File: config.mk
export PLATFORM = sky130hd
export DESIGN_NAME = fft_bar_sequencer
export DESIGN_NICKNAME = d
export VERILOG_FILES = /design/src/rtl/fft_bar_sequencer.sv
export SDC_FILE = /design/constraint.sdc
export NUM_CORES = 1
export LEC_CHECK = 0
export CAP_MARGIN = 10
export CORE_MARGIN = 1.5
export CORE_UTILIZATION = 55
export CTS_CLUSTER_DIAMETER = 60
export CTS_CLUSTER_SIZE = 20
export DETAILED_ROUTE_END_ITERATION = 8
export GPL_ROUTABILITY_DRIVEN = 0
export HOLD_SLACK_MARGIN = 0.12
export PLACE_DENSITY_LB_ADDON = 0.25
export SLEW_MARGIN = 20
export SYNTH_ARGS = -nofsm -noshare
export SYNTH_HDL_FRONTEND = slang
export SYNTH_SLANG_ARGS = --single-unit
File: constraint.sdc
create_clock -name clk_i -period 5.58 [get_ports clk_i]
set_clock_uncertainty 0.2 [all_clocks]
set_input_delay 1.116 -clock clk_i [delete_from_list [all_inputs] [get_ports clk_i]]
set_output_delay 1.116 -clock clk_i [all_outputs]
set_load 0.005 [all_outputs]
File: src/rtl/fft_bar_sequencer.sv
// Reads one FFT magnitude frame (Left bins, then Right bins), log-scales each bin
// to a bar height and hands the bars to the spectrum bar writer one at a time.
module fft_bar_sequencer #(
    parameter int NUM_BARS = 400,
    parameter int BAR_MAX  = 96,
    parameter int RD_LAT   = 1
) (
    input  logic        clk_i,
    input  logic        rst_ni,
    input  logic        frame_start_i,
    output logic [9:0]  rd_addr_o,
    output logic        rd_en_o,
    input  logic [15:0] rd_data_i,
    input  logic        wr_busy_i,
    output logic        wr_start_o,
    output logic [6:0]  wr_bar_o,
    output logic        wr_lr_change_o,
    output logic        busy_o,
    output logic        frame_done_o,
    output logic        overrun_o,
    output logic        ch_o
);

    typedef enum logic [3:0] {
        S_IDLE, S_LRCHG, S_GAP, S_READ, S_WAITRD,
        S_CALC, S_START, S_HOLD, S_WAITEND, S_NEXT
    } state_e;

    state_e      state_q;
    logic [8:0]  bin_q;
    logic        ch_q;
    logic [15:0] mag_q;
    logic [1:0]  wait_cnt_q;
    logic [9:0]  rd_addr_q;
    logic        rd_en_q;
    logic        wr_start_q;
    logic [6:0]  wr_bar_q;
    logic        wr_lr_q;
    logic        busy_q;
    logic        done_q;
    logic        overrun_q;

    // Log scale: 6 steps per octave plus 2 per quarter-octave from the bits under the MSB.
    logic [3:0]  msb_idx;
    logic [15:0] norm;
    logic [6:0]  bar_raw;
    logic [6:0]  bar_d;

    always_comb begin
        msb_idx = '0;
        for (int i = 0; i < 16; i++) begin
            if (mag_q[i]) msb_idx = 4'(i);
        end
        norm    = mag_q << (4'd15 - msb_idx);
        bar_raw = ({3'b000, msb_idx} * 7'd6) + {4'b0000, norm[14:13], 1'b0};
        if (mag_q == 16'd0)
            bar_d = 7'd0;
        else if (bar_raw > 7'(BAR_MAX))
            bar_d = 7'(BAR_MAX);
        else
            bar_d = bar_raw;
    end

    always_ff @(posedge clk_i or negedge rst_ni) begin
        if (!rst_ni) begin
            state_q    <= S_IDLE;
            bin_q      <= '0;
            ch_q       <= 1'b0;
            mag_q      <= '0;
            wait_cnt_q <= '0;
            rd_addr_q  <= '0;
            rd_en_q    <= 1'b0;
            wr_start_q <= 1'b0;
            wr_bar_q   <= '0;
            wr_lr_q    <= 1'b0;
            busy_q     <= 1'b0;
            done_q     <= 1'b0;
            overrun_q  <= 1'b0;
        end else begin
            rd_en_q    <= 1'b0;
            wr_start_q <= 1'b0;
            wr_lr_q    <= 1'b0;
            done_q     <= 1'b0;
            if (frame_start_i && busy_q) overrun_q <= 1'b1;

            case (state_q)
                // Busy is still high during the FrameDone cycle, so a start there is rejected.
                S_IDLE: begin
                    busy_q <= 1'b0;
                    if (frame_start_i && !busy_q) begin
                        busy_q  <= 1'b1;
                        state_q <= S_LRCHG;
                    end
                end
                S_LRCHG: begin
                    if (!wr_busy_i) begin
                        wr_lr_q <= 1'b1;
                        state_q <= S_GAP;
                    end
                end
                S_GAP: begin
                    rd_en_q   <= 1'b1;
                    rd_addr_q <= {ch_q, bin_q};
                    state_q   <= S_READ;
                end
                S_READ: begin
                    wait_cnt_q <= 2'd1;
                    state_q    <= S_WAITRD;
                end
                S_WAITRD: begin
                    if (wait_cnt_q == 2'(RD_LAT)) begin
                        mag_q   <= rd_data_i;
                        state_q <= S_CALC;
                    end else begin
                        wait_cnt_q <= wait_cnt_q + 2'd1;
                    end
                end
                S_CALC: begin
                    wr_bar_q   <= bar_d;
                    wr_start_q <= 1'b1;
                    state_q    <= S_START;
                end
                S_START: state_q <= S_HOLD;
                // Writer Busy only rises the cycle after Start; skip that stale low sample.
                S_HOLD:  state_q <= S_WAITEND;
                S_WAITEND: begin
                    if (!wr_busy_i) state_q <= S_NEXT;
                end
                S_NEXT: begin
                    if (bin_q < 9'(NUM_BARS - 1)) begin
                        bin_q     <= bin_q + 9'd1;
                        rd_en_q   <= 1'b1;
                        rd_addr_q <= {ch_q, bin_q + 9'd1};
                        state_q   <= S_READ;
                    end else if (!ch_q) begin
                        ch_q    <= 1'b1;
                        bin_q   <= '0;
                        state_q <= S_LRCHG;
                    end else begin
                        done_q  <= 1'b1;
                        ch_q    <= 1'b0;
                        bin_q   <= '0;
                        state_q <= S_IDLE;
                    end
                end
                default: state_q <= S_IDLE;
            endcase
        end
    end

    assign rd_addr_o      = rd_addr_q;
    assign rd_en_o        = rd_en_q;
    assign wr_start_o     = wr_start_q;
    assign wr_bar_o       = wr_bar_q;
    assign wr_lr_change_o = wr_lr_q;
    assign busy_o         = busy_q;
    assign frame_done_o   = done_q;
    assign overrun_o      = overrun_q;
    assign ch_o           = ch_q;

endmodule

### Routing congestion map, run 1

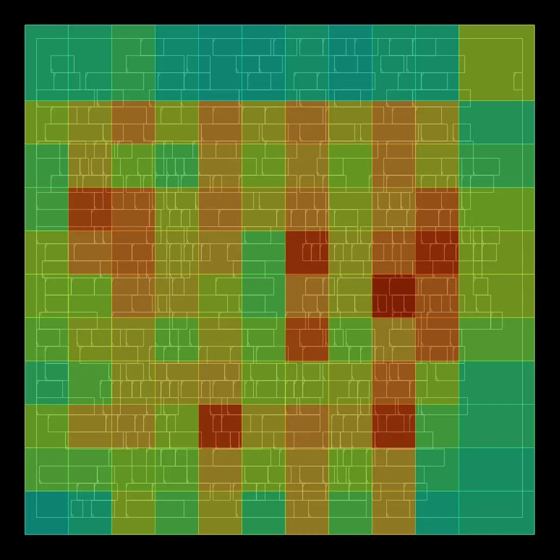
met1 usage: 0.308
DR WL/cell: 15.4 um
gr busiest metal: met2
GR Layer Usage met2: 0.392
GRT Total Usage: 0.232

### Signal wires on met2, run 1

Drawn at 3 px/um. Cells faint in the background.
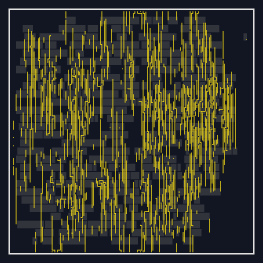
share of all routed wire	51%
nets with wire on the layer	366
main direction	vertical
longest straight run	30.6 um

### Sequential cells grouped by signal name, run 1

Drawn at 6 px/um.
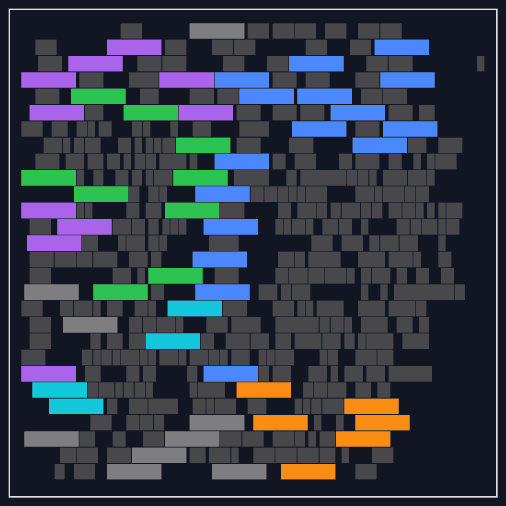
name in the netlist	colour	sequential cells
bin_q	green	9
mag_q	blue	16
wr_bar_o	orange	6
rd_addr_o	purple	10
state_q	cyan	4
sequential cell area: 0.00135 mm2
final design utilization: 0.658

==> run summary, run 1 <==
yosys + openroad results -> Crit Path Max Fanout=14, simple-gate share of the synthesized area=0.181, hold path start=overrun_o$_DFFE_PN0P_, via/cell ratio=between 5 and 6, CP startpoint=mag_q[11]$_DFFE_PN0P_, Ports=roughly 44, Num CTS Buffers=5, die height=around 80 um, Commonest flop=dfrtp_1, vias in the first global route=2,568, core box area=between 0.005 and 0.006 mm2, WL met1=around 3000 um, final hold vios=0, TritonCTS clock tree=built, status=finished, final reports clean, Setup-failing EPs final=0, port buffer count=42, Top Layer Used=met4, Dominant comb cell=AND-OR/OR-AND gates, top logic cell by instance count in the layout=dfrtp_1, via count=between 2,000 and 3,000, Die Wd=slightly above 80 um, MUX share of area=0.108, dpl cell area=~0.0038 mm2, Worst Setup Start Kind=flop, Cell Type Count=approximately 66, Critical path buffers and inverters=0, CP max-delay cell=dfrtp_1, CP Class=reg2reg, CP Data Arrival Time=4.28 ns, first-pass GRT wire length=about 12,000 um, leakage power=around 1.7 nW, Chip Area=between 0.006 and 0.007 mm2, Post-synth ARST share=1.00, Post-CTS Setup Bufs=0, RSZ-0062 raised after global routing=false, Synth Register Bits=54, Congestion Overflow GR=0, largest net degree at the start of global routing=about 55, post_cts resized=0, Top Layout Cells=54 x dfrtp_1, 41 x clkdlybuf4s50_1, 34 x nand2_1, CP delay by family, top=AND-OR/OR-AND gates, Syn. warnings=0, tool warning count=28, Pwr per Cell Area=532 mW/mm2, critical path data required time=5.60 ns, area grow syn2layout=15.6%, Max Cap Viol=0, Initial DRT Pass Iterations=4, aoi share=0.183, final setup TNS=0 ns, row cnt=28, Post-synth seq share=0.404, actual slew at the worst max-slew pin=1.05 ns, FMAX=234 MHz, number of enable flip-flop cells=0, CP peak stage delay=between 0.5 and 0.6 ns, syn_area_per_cell=9.79 um2, ANT nets after route=0, clk sinks=54
==> run 1: registers in the layout, indices dropped and copies added (netlist names) <==
signal and count:
bin_q 9, busy_o 1, ch_o 1, frame_done_o 1, mag_q 16, overrun_o 1
rd_addr_o 10, rd_en_o 1, state_q 4, wait_cnt_q 2, wr_bar_o 6, wr_lr_change_o 1
wr_start_o 1
==> run 1: through the flow <==
stage,power (mW),cells,hold WS (ns),utilization,worst slack [ns]
detailed placement,1.84,442,0.248,0.642,1.33
CTS,2.07,450,0.271,0.658,1.31
floorplan,1.55,342,0.251,-,1.68
global placement,1.81,442,0.237,0.642,1.44
global route,2.24,450,0.284,0.658,1.00
finish,2.06,450,0.264,0.658,1.31
==> run 1: area by class of cell <==
| type | count | area (um2) |
|---|---|---|
| well taps | 75 | 93.8 |
| repair buffers | 43 | 423 |
| clock inverters | 3 | 21.3 |
| flip-flops and latches | 54 | 1350 |
| fillers | 475 | 2010 |
| multi-input cells | 256 | 1860 |
| inverters | 14 | 52.6 |
| clock buffers | 5 | 68.8 |
==> run 1: routing by layer <==
| layer | vias up | track usage |
|---|---|---|
| met5 | - | 0 |
| met3 | 8 | 0.0371 |
| li1 | 1300 | - |
| met2 | 60 | 0.392 |
| met1 | 1306 | 0.308 |
| met4 | 0 | 0.0707 |
==> run 1: path summary, 6_finish.rpt <==
| kind | depth (start not counted) | slack [ns] | endpoint |
|---|---|---|---|
| min | 1 | 0.26 | overrun_o$_DFFE_PN0P_ |
| max reg2reg | 13 | 1.31 | wr_bar_o[4]$_DFFE_PN0P_ |
| max in group asynchronous | 2 | 4.03 | mag_q[15]$_DFFE_PN0P_ |
| min reg2reg | 1 | 0.26 | overrun_o$_DFFE_PN0P_ |
| max | 13 | 1.31 | wr_bar_o[4]$_DFFE_PN0P_ |
| min in group asynchronous | 2 | 0.72 | overrun_o$_DFFE_PN0P_ |
==> run 1: cells by family after synthesis <==
family                     count (synthesis)
other                                      1
muxes                                     32
adders and majority gates                 11
and+or+nand+nor                          113
xor gates and xnor gates                  14
buffers and inverters                     32
AOI/OAI and AO/OA                         85
DFF                                       54
==> run 1: synth_stat cells (4+ instances only) <==
cell type,count,area [um2]
a21o_1,5,37.5
dfrtp_1,54,1350
buf_2,4,20.0
and3_1,5,31.3
xnor2_1,11,96.3
ha_1,9,113
mux2_2,27,304
nor2b_1,8,50.1
o21a_1,4,30.0
nor3_1,6,30.0
clkbuf_1,11,41.3
o21ai_0,19,95.1
o31ai_1,5,37.5
nand3_1,5,25.0
nor4_1,5,31.3
nor2_1,20,75.1
nand2b_1,7,43.8
o22ai_1,4,25.0
nand2_1,34,128
a21oi_1,13,65.1
inv_1,14,52.6
==> run 1: power by group <==
group | internal [mW] | switching [mW] | leakage (nW) | total [mW]
registers | 0.512 | 0.196 | 0.688 | 0.708
logic | 0.558 | 0.572 | 0.936 | 1.13
clock network | 0.0885 | 0.133 | 0.0441 | 0.222
total | 1.16 | 0.901 | 1.67 | 2.06
==> inputs of run 2 (changes only) <==
Settings changed: CORE_UTILIZATION 55 to 50.
Clock period 5.58 ns to 3.63 ns, I/O delays scaled along.
==> run 2 against run 1 <==
Net effect:
- via count increased by 4.6%
- area after synthesis unchanged
- the flow now finishes with violations (negative setup slack)
- largest cell class unchanged
- non-clock buffer count increased by 26
- register-to-register slack got worse by 1.3 ns
==> run summary, run 2 <==
yosys + openroad results -> Final min period=around 3.7 ns, tool warning count=30, Tightest Hold Check Type=in2async, port buffer count=between 40 and 50, CP max-delay cell=or4_1, Crit Path Max Fanout=7, Post-synth seq share=0.404, GRT Total Usage=0.220, row cnt=29, core box area=between 0.006 and 0.007 mm2, PnR Total Power=3.53 mW, Congestion Overflow GR=0, via/cell ratio=just under 6, Worst Setup End Kind=flop, clk sinks=about 54, die height=approximately 85 um, via count=approximately 2,800, syn nets=approximately 370, Root Buffer=clkbuf_8, biggest area cells=dfrtp_1 40%, mux2_2 9.1%, nand2_1 3.8%, ha_1 3.4%, xnor2_1 2.9%, Worst Setup Start Kind=flop, Hold Slack=0.202 ns, Die Wd=84.8 um, largest net degree at the start of global routing=25, CP delay by family, top=simple AND/OR/NAND/NOR gates, RSZ-0062 raised after global routing=true, Synth top cell by count=dfrtp_1, layout filler cell count=542, Synth area leader=dfrtp_1, Num CTS Buffers=5, CP Data Arrival Time=between 3 and 4 ns, status=complete, but fails checks, ANT nets after route=0, dpl cell area=~0.0040 mm2, Max transition margin=0.496, VDD IR max=roughly 540 uV, Top Layout Cells=52 x dfrtp_1, 41 x clkdlybuf4s50_1, 34 x nand2_1, number of enable flip-flop cells=0, Critical path buffers and inverters=0, DR WL/cell=about 15 um, FMAX=~270 MHz, FP Util=0.521, Pwr per Cell Area=~850 mW/mm2, violations in the final reports=negative setup slack, Synth Register Bits=54, syn_area_per_cell=9.79 um2, Max Cap Viol=0, Largest Register=mag_q, final hold vios=0, critical path data required time=~3.6 ns, Ports=roughly 44, most frequent CP cell=o211a_1, CP peak stage delay=around 0.50 ns, vias in the first global route=between 2,000 and 3,000, TritonCTS clock tree=built, max reg flops=16, Cell Type Count=~66, actual slew at the worst max-slew pin=~0.75 ns, Commonest flop=dfrtp_1, hold buffer count at CTS=0, Initial DRT Pass Iterations=4, Post-synth ARST share=1.00, CP Class=reg2reg, clk slew on worst S/H paths=approximately 0.1 ns, final worst slack=-0.0255 ns, Chip Area=around 0.0072 mm2, leakage power=around 1.8 nW, first-pass GRT wire length=12,900 um, Setup-failing EPs final=3, final setup TNS=-0.0553 ns, max-slew violation count=0, top cells by count, synth=54 x dfrtp_1, 34 x nand2_1, 27 x mux2_2, Placement Setup Slack=-0.0606 ns, area grow syn2layout=23.4%, Syn. warnings=0, clk_lat worst skew=about 0.31 ns, Area leader share=0.404, YS chip area=approximately 0.0033 mm2
==> run 2: netlist changes by cell type in the layout (fill, tap and decap cells not counted), sizes merged <==
cell,previous run,this run
clkbuf,5,6
clkinvlp,1,0
buf,2,28
==> run 2: repair_timing <==
item	CTS	global route
pin swaps	0	8
gates resized	3	8
gates cloned	0	0
setup buffers	0	2
endpoints found under the setup margin	3	5
==> run 2: kinds of logic (layout without fill, tap and decap cells) <==
| logic type | count (synthesis) | in the layout | synth area share |
|---|---|---|---|
| compound gates | 85 | 85 | 0.183 |
| xor+xnor | 14 | 14 | 0.0366 |
| fa+ha+maj | 11 | 11 | 0.0456 |
| buf+inv | 32 | 91 | 0.0407 |
| flops | 54 | 54 | 0.404 |
| mux | 32 | 32 | 0.108 |
| other cells | 1 | 1 | 0.00112 |
| simple gates | 113 | 113 | 0.181 |
==> run 2: layer usage <==
metal / up-vias / wire length, um / global-route usage
met3: 13 / 248 / 0.0311
met1: 1364 / 3260 / 0.295
met5: - / 0 / 0
met4: 0 / 131 / 0.0715
li1: 1361 / - / -
met2: 59 / 3730 / 0.371
==> run 2: final timing paths <==
check / startpoint / end / slack [ns] / cells past startpoint
max in group asynchronous: rst_ni / mag_q[5]$_DFFE_PN0P_ / 2.38 / 2
worst max register to register: mag_q[11]$_DFFE_PN0P_ / wr_bar_o[6]$_DFFE_PN0P_ / -0.03 / 13
min in group clk_i: overrun_o$_DFFE_PN0P_ / overrun_o$_DFFE_PN0P_ / 0.27 / 1
worst max-delay path: mag_q[11]$_DFFE_PN0P_ / wr_bar_o[6]$_DFFE_PN0P_ / -0.03 / 13
worst min-delay path: rst_ni / state_q[2]$_DFFE_PN0P_ / 0.20 / 1
worst min register to register: overrun_o$_DFFE_PN0P_ / overrun_o$_DFFE_PN0P_ / 0.27 / 1
==> run 2: power breakdown <==
part / internal (mW) / total [mW] / switching, mW
combinational: 1.11 / 2.18 / 1.08
clock: 0.137 / 0.330 / 0.193
sequential: 0.791 / 1.01 / 0.220
==> run 2: area by class of cell <==
| cell class | count | area [um2] | area share |
|---|---|---|---|
| clock inverter | 2 | 13.8 | 0.00333 |
| sequential | 54 | 1350 | 0.328 |
| tap | 77 | 96.3 | 0.0233 |
| multi-input combinational | 256 | 1920 | 0.465 |
| clock buffer | 6 | 72.6 | 0.0176 |
| inverter | 14 | 52.6 | 0.0127 |
| timing repair buffer | 69 | 622 | 0.151 |
==> run 2: worst reg2reg max path, cell delays in order (launching register included) <==
cell and delay (ns):
dfrtp_2 0.46, or3_4 0.42, nor3_4 0.17, a22oi_4 0.08, mux2_4 0.30, o211a_1 0.20, or4_1 0.50, ha_2 0.20
a21oi_2 0.14, nor2b_2 0.07, o211a_1 0.14, a311oi_2 0.31, nand3_1 0.16, a22o_1 0.20
==> run 2: through the flow <==
stage | utilization | std cells
detailed placement | 0.620 | 468
finish | 0.643 | 478
global placement | 0.620 | 468
global route | 0.643 | 478
CTS | 0.635 | 476
floorplan | - | 342
### Signal wires on met2, run 2

Drawn at 3 px/um. Cells faint in the background.
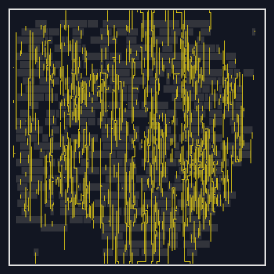
longest straight run	32.3 um
wire length on this layer	3,730 um
nets with wire on the layer	384
share of all routed wire	51%

### Sequential cells grouped by signal name, run 2

Drawn at 6 px/um.
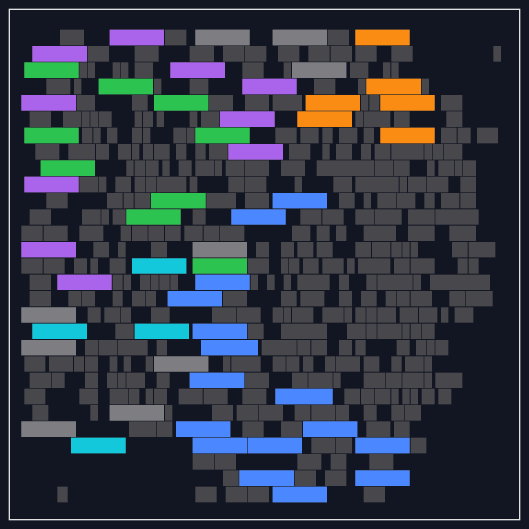
name in the netlist	colour	sequential cells
bin_q	green	9
mag_q	blue	16
wr_bar_o	orange	6
state_q	cyan	4
rd_addr_o	purple	10
not coloured	9

### Logic cells by family, run 2

Drawn at 6 px/um.
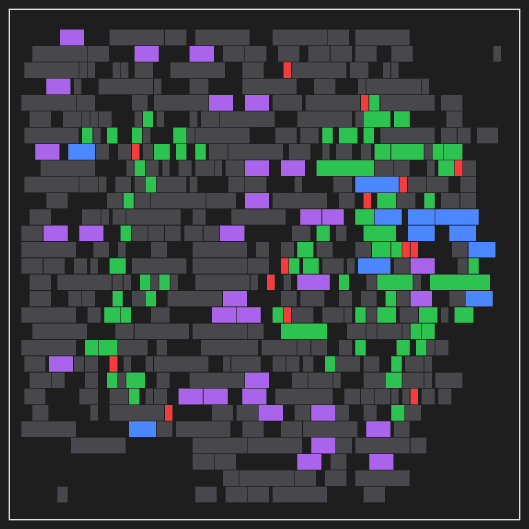
family	colour	cells
inverting AOI/OAI gates	green	66
inverters	red	14
multiplexers	purple	32
adder and majority cells	blue	11
Post-Layout Cell Count: 478
top logic cell by instance count in the layout: dfrtp_1
logic share of the area: 0.465

No activity file was given, so power comes from the tool's default toggle rates.
